===== config.mk =====
export PLATFORM = sky130hd
export DESIGN_NAME = audio_sample_reader
export DESIGN_NICKNAME = d
export VERILOG_FILES = /design/src/rtl/audio_sample_reader.sv
export SDC_FILE = /design/constraint.sdc
export NUM_CORES = 1
export LEC_CHECK = 0
export ABC_AREA = 1
export CELL_PAD_IN_SITES_DETAIL_PLACEMENT = 0
export CELL_PAD_IN_SITES_GLOBAL_PLACEMENT = 2
export CORE_ASPECT_RATIO = 1.4
export CORE_MARGIN = 5
export CORE_UTILIZATION = 30
export DETAILED_ROUTE_END_ITERATION = 8
export GPL_TIMING_DRIVEN = 1
export HOLD_SLACK_MARGIN = 0.06
export PLACE_DENSITY_LB_ADDON = 0.3
export SYNTH_ARGS = -nofsm -noshare
export SYNTH_HDL_FRONTEND = slang
export SYNTH_SLANG_ARGS = --single-unit

===== constraint.sdc =====
create_clock -name clk -period 3.2 [get_ports clk]
set_clock_uncertainty 0.05 [all_clocks]
set_input_delay 0.64 -clock clk [delete_from_list [all_inputs] [get_ports clk]]
set_output_delay 0.64 -clock clk [all_outputs]
set_load 0.1 [all_outputs]

===== src/rtl/audio_sample_reader.sv =====
// Streams 16-bit samples from a word-addressed memory into a small
// output FIFO that feeds the codec serializer.
module audio_sample_reader #(
   parameter int NUM_WORDS  = 2100000,
   parameter int FIFO_DEPTH = 8
) (
   input  logic        clk,
   input  logic        reset_n,
   input  logic        start,
   input  logic        stop,
   input  logic        loop_en,
   output logic [21:0] mem_address,
   output logic        mem_chipselect,
   output logic        mem_clken,
   input  logic [15:0] mem_readdata,
   output logic [15:0] sample_data,
   output logic        sample_valid,
   input  logic        sample_ready,
   output logic        busy,
   output logic        done
);

   localparam int AW = $clog2(FIFO_DEPTH);
   localparam int CW = AW + 1;
   localparam logic [21:0] LAST = 22'(NUM_WORDS - 1);
   localparam logic [CW:0] DEPTH_V = (CW + 1)'(FIFO_DEPTH);

   typedef enum logic [1:0] {
      IDLE,
      FETCH,
      DRAIN
   } state_t;

   state_t        state;
   logic          inflight;
   logic [CW-1:0] fifo_count;
   logic [AW-1:0] rd_ptr;
   logic [AW-1:0] wr_ptr;
   logic [15:0]   fifo_mem [FIFO_DEPTH];
   logic [CW:0]   occupancy;
   logic          issue;
   logic          abort;
   logic          push;
   logic          pop;

   // A read may only go out if its word is guaranteed a FIFO slot.
   assign occupancy = {1'b0, fifo_count}
                    + {{CW{1'b0}}, inflight};
   assign abort = stop && (state != IDLE);
   assign issue = (state == FETCH) && !stop
                && (occupancy < DEPTH_V);
   assign push  = inflight;
   assign pop   = sample_valid && sample_ready;

   assign mem_chipselect = issue;
   assign mem_clken      = reset_n;
   assign sample_valid   = (fifo_count != '0);
   assign sample_data    = sample_valid ? fifo_mem[rd_ptr] : '0;

   // Playback sequencing, address generation and status flags.
   always_ff @(posedge clk or negedge reset_n) begin
      if (!reset_n) begin
         state       <= IDLE;
         mem_address <= '0;
         busy        <= 1'b0;
         done        <= 1'b0;
      end else begin
         done <= 1'b0;
         if (abort) begin
            state       <= IDLE;
            mem_address <= '0;
            busy        <= 1'b0;
         end else begin
            unique case (state)
               IDLE: begin
                  if (start && !stop) begin
                     state       <= FETCH;
                     mem_address <= '0;
                     busy        <= 1'b1;
                  end
               end
               FETCH: begin
                  if (issue) begin
                     if (mem_address == LAST) begin
                        mem_address <= '0;
                        if (!loop_en) state <= DRAIN;
                     end else begin
                        mem_address <= mem_address + 22'd1;
                     end
                  end
               end
               DRAIN: begin
                  if (!inflight && fifo_count == '0) begin
                     state <= IDLE;
                     busy  <= 1'b0;
                     done  <= 1'b1;
                  end
               end
               default: begin
                  state <= IDLE;
                  busy  <= 1'b0;
               end
            endcase
         end
      end
   end

   // FIFO bookkeeping; abort drops buffered and in-flight words.
   always_ff @(posedge clk or negedge reset_n) begin
      if (!reset_n) begin
         inflight   <= 1'b0;
         fifo_count <= '0;
         rd_ptr     <= '0;
         wr_ptr     <= '0;
      end else if (abort) begin
         inflight   <= 1'b0;
         fifo_count <= '0;
         rd_ptr     <= '0;
         wr_ptr     <= '0;
      end else begin
         inflight <= issue;
         if (push) wr_ptr <= wr_ptr + AW'(1);
         if (pop)  rd_ptr <= rd_ptr + AW'(1);
         fifo_count <= fifo_count + CW'(push) - CW'(pop);
      end
   end

   // FIFO storage; contents are qualified by fifo_count, so no reset.
   always_ff @(posedge clk) begin
      if (push && !abort) fifo_mem[wr_ptr] <= mem_readdata;
   end

endmodule


==> flow_summary.rst <==
Implementation results
======================

.. list-table::
   :header-rows: 1

   * - Metric
     - Value
   * - Total number of nets in the final design
     - 836
   * - Number of max-slew violations in the final report
     - 0
   * - Arrival time worst endpoint
     - 2280 ps
   * - Transition at the pin with the smallest max-transition slack
     - 567 ps
   * - Total of flip-flops plus latches after synthesis
     - 165
   * - Highest metal used
     - met5
   * - Via density per instance
     - 4.75
   * - Worst-path maximum fanout
     - 65
   * - Cell at the root of the clock tree
     - sky130_fd_sc_hd__clkbuf_16
   * - Critical path endpoint category
     - output pin
   * - Syn Area/Cell
     - 10.2 sq um
   * - Cells in synth_stat.txt
     - 731
   * - Register share of total power
     - 0.273
   * - GR peak layer
     - met2
   * - Area growth, synth to finish
     - 23.2%
   * - Pre-CTS WS
     - 544 ps
   * - Routability-driven placement congestion ratio
     - 0.794
   * - Final setup margin
     - 230 ps
   * - Amount of wire on met3 after detailed routing
     - 907 microns
   * - Unrepaired setup endpoints after global routing
     - false
   * - Sequential cell area
     - 4770 sq um
   * - First-pass DRT Iterations
     - 5
   * - Detail-routed net length per standard cell
     - 17.4 microns
   * - Share of post-route cells with drive strength above 1
     - 0.147
   * - TritonCTS clock tree
     - yes
   * - Largest cells by area after synthesis
     - sky130_fd_sc_hd__edfxtp_1, sky130_fd_sc_hd__dfrtp_1, sky130_fd_sc_hd__nor2_1
   * - Wire length reported by the detailed router
     - 19,600 microns
   * - Synth Warn #
     - 0
   * - Cell Int Power
     - 0.00506 W
   * - Run status
     - finished, final reports clean
   * - Cts hold-fix bufs
     - 0
   * - Final hold violation count
     - 0
   * - Number of top-level design ports
     - 65
   * - Largest vdd supply drop
     - 1.16 mV
   * - Grt ovf
     - 0
   * - HPWL reported at the end of detailed placement
     - 12,700 microns
   * - Max cap viols
     - 0
   * - Commonest cells in the synthesized netlist
     - sky130_fd_sc_hd__nor2_1, sky130_fd_sc_hd__edfxtp_1, sky130_fd_sc_hd__nand2_1, sky130_fd_sc_hd__o21ai_0, sky130_fd_sc_hd__inv_1
   * - Startpoint of the worst-slack reg-to-reg timing path
     - fifo_count[3]
   * - Count of buffers from port buffering
     - 64
   * - Total power density per cell area
     - 1010 nW/um^2
   * - Data required time of the worst path
     - 2510 ps
   * - Total die size
     - 28,200 sq um
   * - Cell Count, Final, Fillers Out
     - 1,131
   * - Maximum frequency from static timing analysis
     - 337 MHz
==> worst min path at each step <==
stage	startpoint	end	depth (start not counted)	slack [ps]
after floorplan	reset_n	busy	0	290
after detailed placement	busy	busy	2	440
after global routing	reset_n	busy	2	320
after global placement	busy	busy	2	450
after CTS	reset_n	busy	2	270
final	reset_n	done	2	280
==> critical path, stage by stage, from the launching register on <==
cell	delay, ps
sky130_fd_sc_hd__dfrtp_2	400
sky130_fd_sc_hd__buf_6	420
sky130_fd_sc_hd__nor2_1	110
sky130_fd_sc_hd__o32ai_1	310
sky130_fd_sc_hd__nor2_1	90
sky130_fd_sc_hd__nor2_1	300
sky130_fd_sc_hd__buf_12	220
==> layout by cell type (no fill, tap or decap), drive strengths merged <==
cell and instances:
a21oi 11, and3 1, buf 63, bufinv 2
clkbuf 22, clkdlybuf4s50 20, clkinv 8, clkinvlp 2
dfrtp 37, edfxtp 128, fa 1, ha 10
inv 47, nand2 100, nand3 40, nand4 7
nor2 197, nor3 3, nor3b 1, o21ai 93
o21bai 1, o32ai 16, xnor2 1, xor2 5
==> cell families (layout without fill, tap and decap cells) <==
| family | count (synthesis) | in the layout | synth area share |
|---|---|---|---|
| and+or+nand+nor | 349 | 349 | 0.195 |
| xor gates and xnor gates | 6 | 6 | 0.00704 |
| AOI/OAI and AO/OA | 121 | 121 | 0.0941 |
| buffers and inverters | 79 | 164 | 0.0451 |
| adders and majority gates | 11 | 11 | 0.0195 |
| DFF | 165 | 165 | 0.639 |
==> flip-flops by register name (all words and copies together) (netlist names) <==
register / flops
busy: 1
fifo_count: 4
wr_ptr: 3
state: 2
mem_address: 22
fifo_mem: 128
rd_ptr: 3
done: 1
inflight: 1
Signal metal coverage by tile:
Drawn at 1.5 px/micron. The die is cut into 29 by 39 equal tiles; dark purple is low, yellow is high, scaled to the fullest tile. Values are wire area over tile area, all layers added.
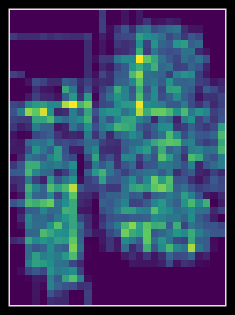
The emptiest ninth of the die: north-west. The mean over all tiles is 0.11. The fullest tile reaches 0.45. The densest ninth of the die: east. 26% of the tiles are nearly empty. 14% of the tiles are over half the peak.

Placed standard cells:
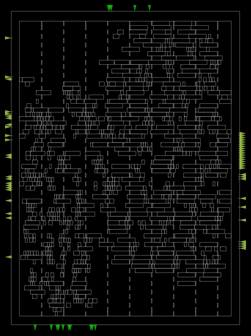
layout filler cell count: 2,446
Cell Rows: 68
core area: 24,600 sq um
Flop Count: 165

Metal layers overlaid:
Drawn at 2 px/micron. Only two layers are drawn.
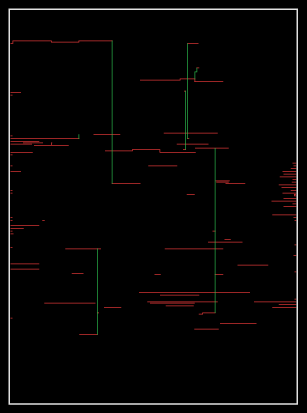
met3: in red, wire length 908 microns. met4: in green, wire length 282 microns.

Zoomed window:
Region (57, 83) to (87, 113) microns. Cells in gray, sequential cells in the stronger gray; small squares are vias.
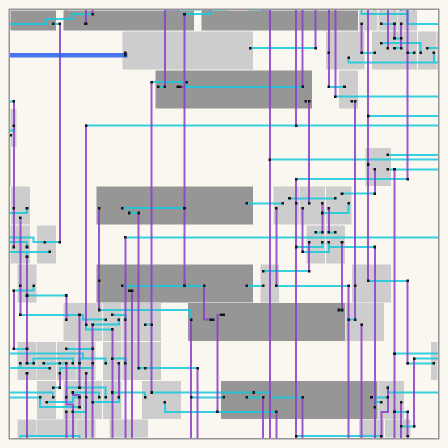
met3: in blue. met2: in purple. met1: in cyan.
Sequential cells in the window: 7. Most frequent: nor2_1 (13), buf_4 (7), edfxtp_1 (6). Netlist names of flops here include fifo_mem (6), rd_ptr (1). 42 logic cells have their middle in the window.

Power figures rest on the tool's default switching activity, not on a simulated workload.
